Wiring by layer:
Scale bar: 20 um.
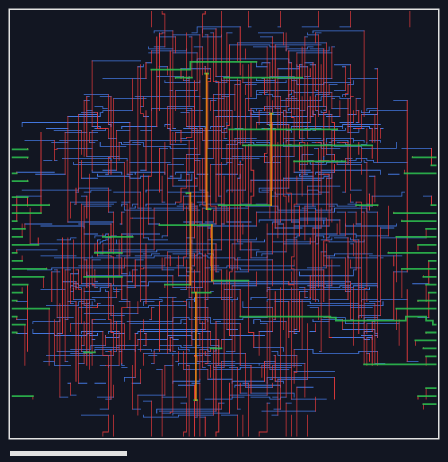
Nets reached from selected ports:
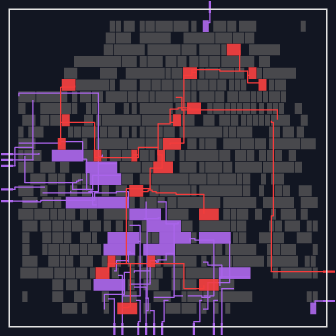
Sizing map:
Scale bar: 20 um.
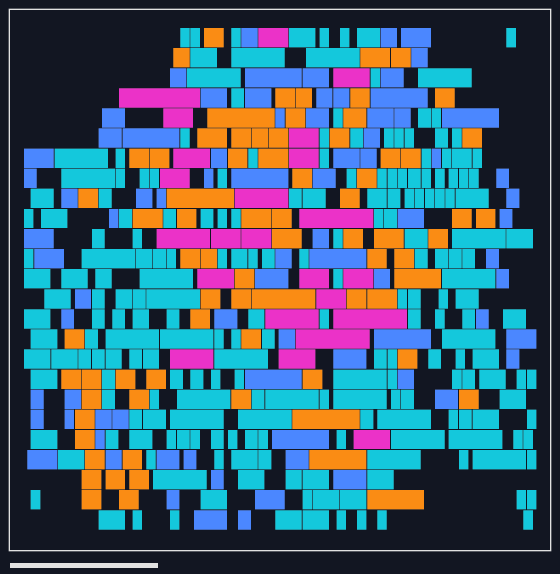
[config.mk]
export PLATFORM = sky130hd
export DESIGN_NAME = inst_writer
export DESIGN_NICKNAME = d
export VERILOG_FILES = /design/src/rtl/inst_writer.sv
export SDC_FILE = /design/constraint.sdc
export NUM_CORES = 1
export LEC_CHECK = 0
export ABC_AREA = 1
export CORE_MARGIN = 1.5
export CORE_UTILIZATION = 39
export CTS_CLUSTER_DIAMETER = 150
export CTS_CLUSTER_SIZE = 12
export DETAILED_ROUTE_END_ITERATION = 8
export PLACE_DENSITY = 0.73
export REMOVE_ABC_BUFFERS = 1
export SLEW_MARGIN = 20
export SYNTH_ARGS = -nofsm -noshare
export SYNTH_HDL_FRONTEND = slang
export SYNTH_SLANG_ARGS = --single-unit
[constraint.sdc]
create_clock -name clk -period 1.39 [get_ports clk]
set_clock_uncertainty 0.05 [all_clocks]
set_input_delay 0.3475 -clock clk [delete_from_list [all_inputs] [get_ports clk]]
set_output_delay 0.3475 -clock clk [all_outputs]
set_load 0.02 [all_outputs]
[src/rtl/inst_writer.sv]
// Instruction writer: accepts decoded instruction fields, encodes 16-bit words and
// writes them sequentially into instruction memory. Optional running XOR checksum
// is enabled by defining INST_WRITER_CSUM_EN.
module inst_writer #(
  parameter int unsigned DEPTH = 256
) (
  input  logic        clk,
  input  logic        rst,
  input  logic        start,
  input  logic        in_valid,
  output logic        in_ready,
  input  logic [3:0]  in_op,
  input  logic [1:0]  in_rd,
  input  logic [1:0]  in_ra,
  input  logic [1:0]  in_rb,
  input  logic [7:0]  in_imm,
  output logic        mem_we,
  output logic [7:0]  mem_addr,
  output logic [15:0] mem_wdata,
  output logic [8:0]  count,
  output logic        full,
  output logic        done,
  output logic        err,
  output logic [15:0] csum
);

  localparam int unsigned CW = 9;
  localparam int unsigned WW = 16;
  localparam logic [WW-1:0] HLT_WORD = 16'hC000;

  typedef enum logic [1:0] {IDLE, RUN, WRITE, STOP} state_t;

  state_t          state;
  state_t          state_nxt;
  logic            accept;
  logic            legal;
  logic [WW-1:0]   enc_word;
  logic [CW-1:0]   count_inc;
  logic            last_word;
  logic            hlt_written;

  assign accept      = in_valid && in_ready;
  assign count_inc   = count + CW'(1);
  assign hlt_written = (mem_wdata == HLT_WORD);
  assign last_word   = (count_inc == CW'(DEPTH));

  // Write strobe is gated by rst so a reset landing on the WRITE cycle kills the write.
  assign mem_we = (state == WRITE) && !rst;

  // Opcode decode and word encoding; unlisted bits stay zero.
  always_comb begin
    enc_word = '0;
    legal    = 1'b1;
    case (in_op)
      4'h0, 4'h1, 4'h2, 4'h3, 4'h4:
        enc_word = {in_op, 2'b00, in_rd, 2'b00, in_ra, 2'b00, in_rb};
      4'h5:
        enc_word = {in_op, 2'b00, in_rd, 2'b00, in_ra, 4'b0000};
      4'hA, 4'hB:
        enc_word = {in_op, 2'b00, in_rd, 8'h00};
      4'h8, 4'hE:
        enc_word = {in_op, 2'b00, in_rd, in_imm};
      4'hF:
        enc_word = {in_op, 4'b0000, in_imm};
      4'hC:
        enc_word = HLT_WORD;
      default:
        legal = 1'b0;
    endcase
  end

  always_ff @(posedge clk) begin
    if (rst) state <= IDLE;
    else     state <= state_nxt;
  end

  always_comb begin
    state_nxt = state;
    case (state)
      IDLE, STOP: if (start) state_nxt = RUN;
      RUN:        if (accept && legal) state_nxt = WRITE;
      WRITE:      state_nxt = (hlt_written || last_word) ? STOP : RUN;
      default:    state_nxt = IDLE;
    endcase
  end

  // Registered outputs and write-port payload.
  always_ff @(posedge clk) begin
    if (rst) begin
      in_ready  <= 1'b0;
      mem_addr  <= '0;
      mem_wdata <= '0;
      count     <= '0;
      full      <= 1'b0;
      done      <= 1'b0;
      err       <= 1'b0;
    end else begin
      in_ready <= (state_nxt == RUN);
      case (state)
        IDLE, STOP: begin
          if (start) begin
            count <= '0;
            full  <= 1'b0;
            done  <= 1'b0;
            err   <= 1'b0;
          end
        end
        RUN: begin
          if (accept) begin
            if (legal) begin
              mem_addr  <= count[7:0];
              mem_wdata <= enc_word;
            end else begin
              err <= 1'b1;
            end
          end
        end
        WRITE: begin
          count <= count_inc;
          if (hlt_written) done <= 1'b1;
          if (last_word)   full <= 1'b1;
        end
        default: ;
      endcase
    end
  end

`ifdef INST_WRITER_CSUM_EN
  // Running XOR over every word committed to memory.
  always_ff @(posedge clk) begin
    if (rst) begin
      csum <= '0;
    end else if ((state == IDLE || state == STOP) && start) begin
      csum <= '0;
    end else if (state == WRITE) begin
      csum <= csum ^ mem_wdata;
    end
  end
`else
  assign csum = '0;
`endif

endmodule

==> qor.csv <==
stage,metric,value,unit
run_status,status,"complete, but fails checks",
finish,top_reg_by_flops,mem_wdata,
power,seq_power_share,0.402,
placement,io_buffer_count,57,
grt,antenna_found_initial,0,
floorplan,die_w,73.1,um
power,combinationalPowerShare,0.262,
cts,cts-buffers-inserted,5,
route,dr_wl_met2,3380,um
logic_synthesis,yosysMostFrequentCell,sky130_fd_sc_hd__nand2_1,
grt,wire_length_of_the_first_global_routing_pass,9550,um
grt,grt_max_degree,21,
finish,reg.largest.list,"mem_wdata x14, count x9, mem_addr x8",
finish,fin_nets,415,
cts,tritoncts,built,
cts,cell_at_the_root_of_the_clock_tree,sky130_fd_sc_hd__clkbuf_8,
critical_path,criticalPathCategory,flop to flop,
logic_synthesis,postSynth.topFlopCell,sky130_fd_sc_hd__dfxtp_1,
finish,synthToLayoutAreaGrowth,77.5,%
floorplan,design.die.area,0.00534,sq mm
route,vias,2227,
route,routed-wl-met3,332,um
logic_synthesis,synthesis.instances,265,
power,worst_ir_drop_vdd,0.000470,V
placement,place.detailed.hpwl,3640,um
critical_path,timing.critical_path.slowest_cell_delay,0.37,ns
final_timing,whs,0.426,ns
floorplan,row_count,25,
power,p_leak,1.47,nW
run_status,violations,negative setup slack,
critical_path,endpoint_kind,flop,
finish,filler_cell_count,340,
grt,gr-usage-met2,0.429,
finish,largest_register_ff_count,14,
final_timing,timing.final.setup_violations,21,
grt,grt.total_usage,0.235,
power,pwr.group.combinational,0.729,mW
logic_synthesis,synth-seq-cells,37,
route,first_iter_violations,140,
logic_synthesis,synth.yosys.chip_area,0.00192,sq mm
placement,post-place-cells,427,
final_timing,final_critical_path_setup_slack,-0.288,ns
About 'wiring by layer':
met4: in orange, wire length 82.3 um. met1: in blue, wire length 2,640 um. met3: in green, wire length 333 um. met2: in red, wire length 3,380 um.

About 'nets reached from selected ports':
mem_wdata: in purple, bits 16, direction output, end cells 16, buffers 14, wire 485 um. rst: in red, bits 1, direction input, end cells 21, buffers 2, wire 294 um.

About 'sizing map':
drive 6 and up: in magenta, cells 23, share 5.9%, most used buf_6. drive 2: in blue, cells 79, share 20%, most used nand2_2. drive 1 or less: in cyan, cells 215, share 55%, most used nand2_1. drive 3 to 4: in orange, cells 74, share 19%, most used buf_4.

[cell type report]
class | count | share of cell area
timing repair buffer | 125 | 0.332
inverter | 27 | 0.0364
tap | 67 | 0.0246
clock buffer | 6 | 0.0213
clock inverter | 2 | 0.0114
sequential | 37 | 0.222
multi-input combinational | 194 | 0.352
[path summary, 6_finish.rpt]
path                 startpoint       endpoint  slack [ns]  cells past startpoint
setup / recovery       count[0]           full       -0.29                     11
hold / removal         in_op[1]  mem_wdata[13]        0.43                      5
setup reg to reg       count[0]           full       -0.29                     11
hold reg to reg   mem_wdata[14]  mem_wdata[14]        0.43                      2
[critical path: cells and delay by family, from the launching register on]
kind / cells / cell delay [ns]
buf+inv: 3 / 0.36
flops: 1 / 0.37
simple gates: 6 / 0.56
compound gates: 1 / 0.12
fa+ha+maj: 1 / 0.16
Power is estimated from default activity; no workload was simulated.
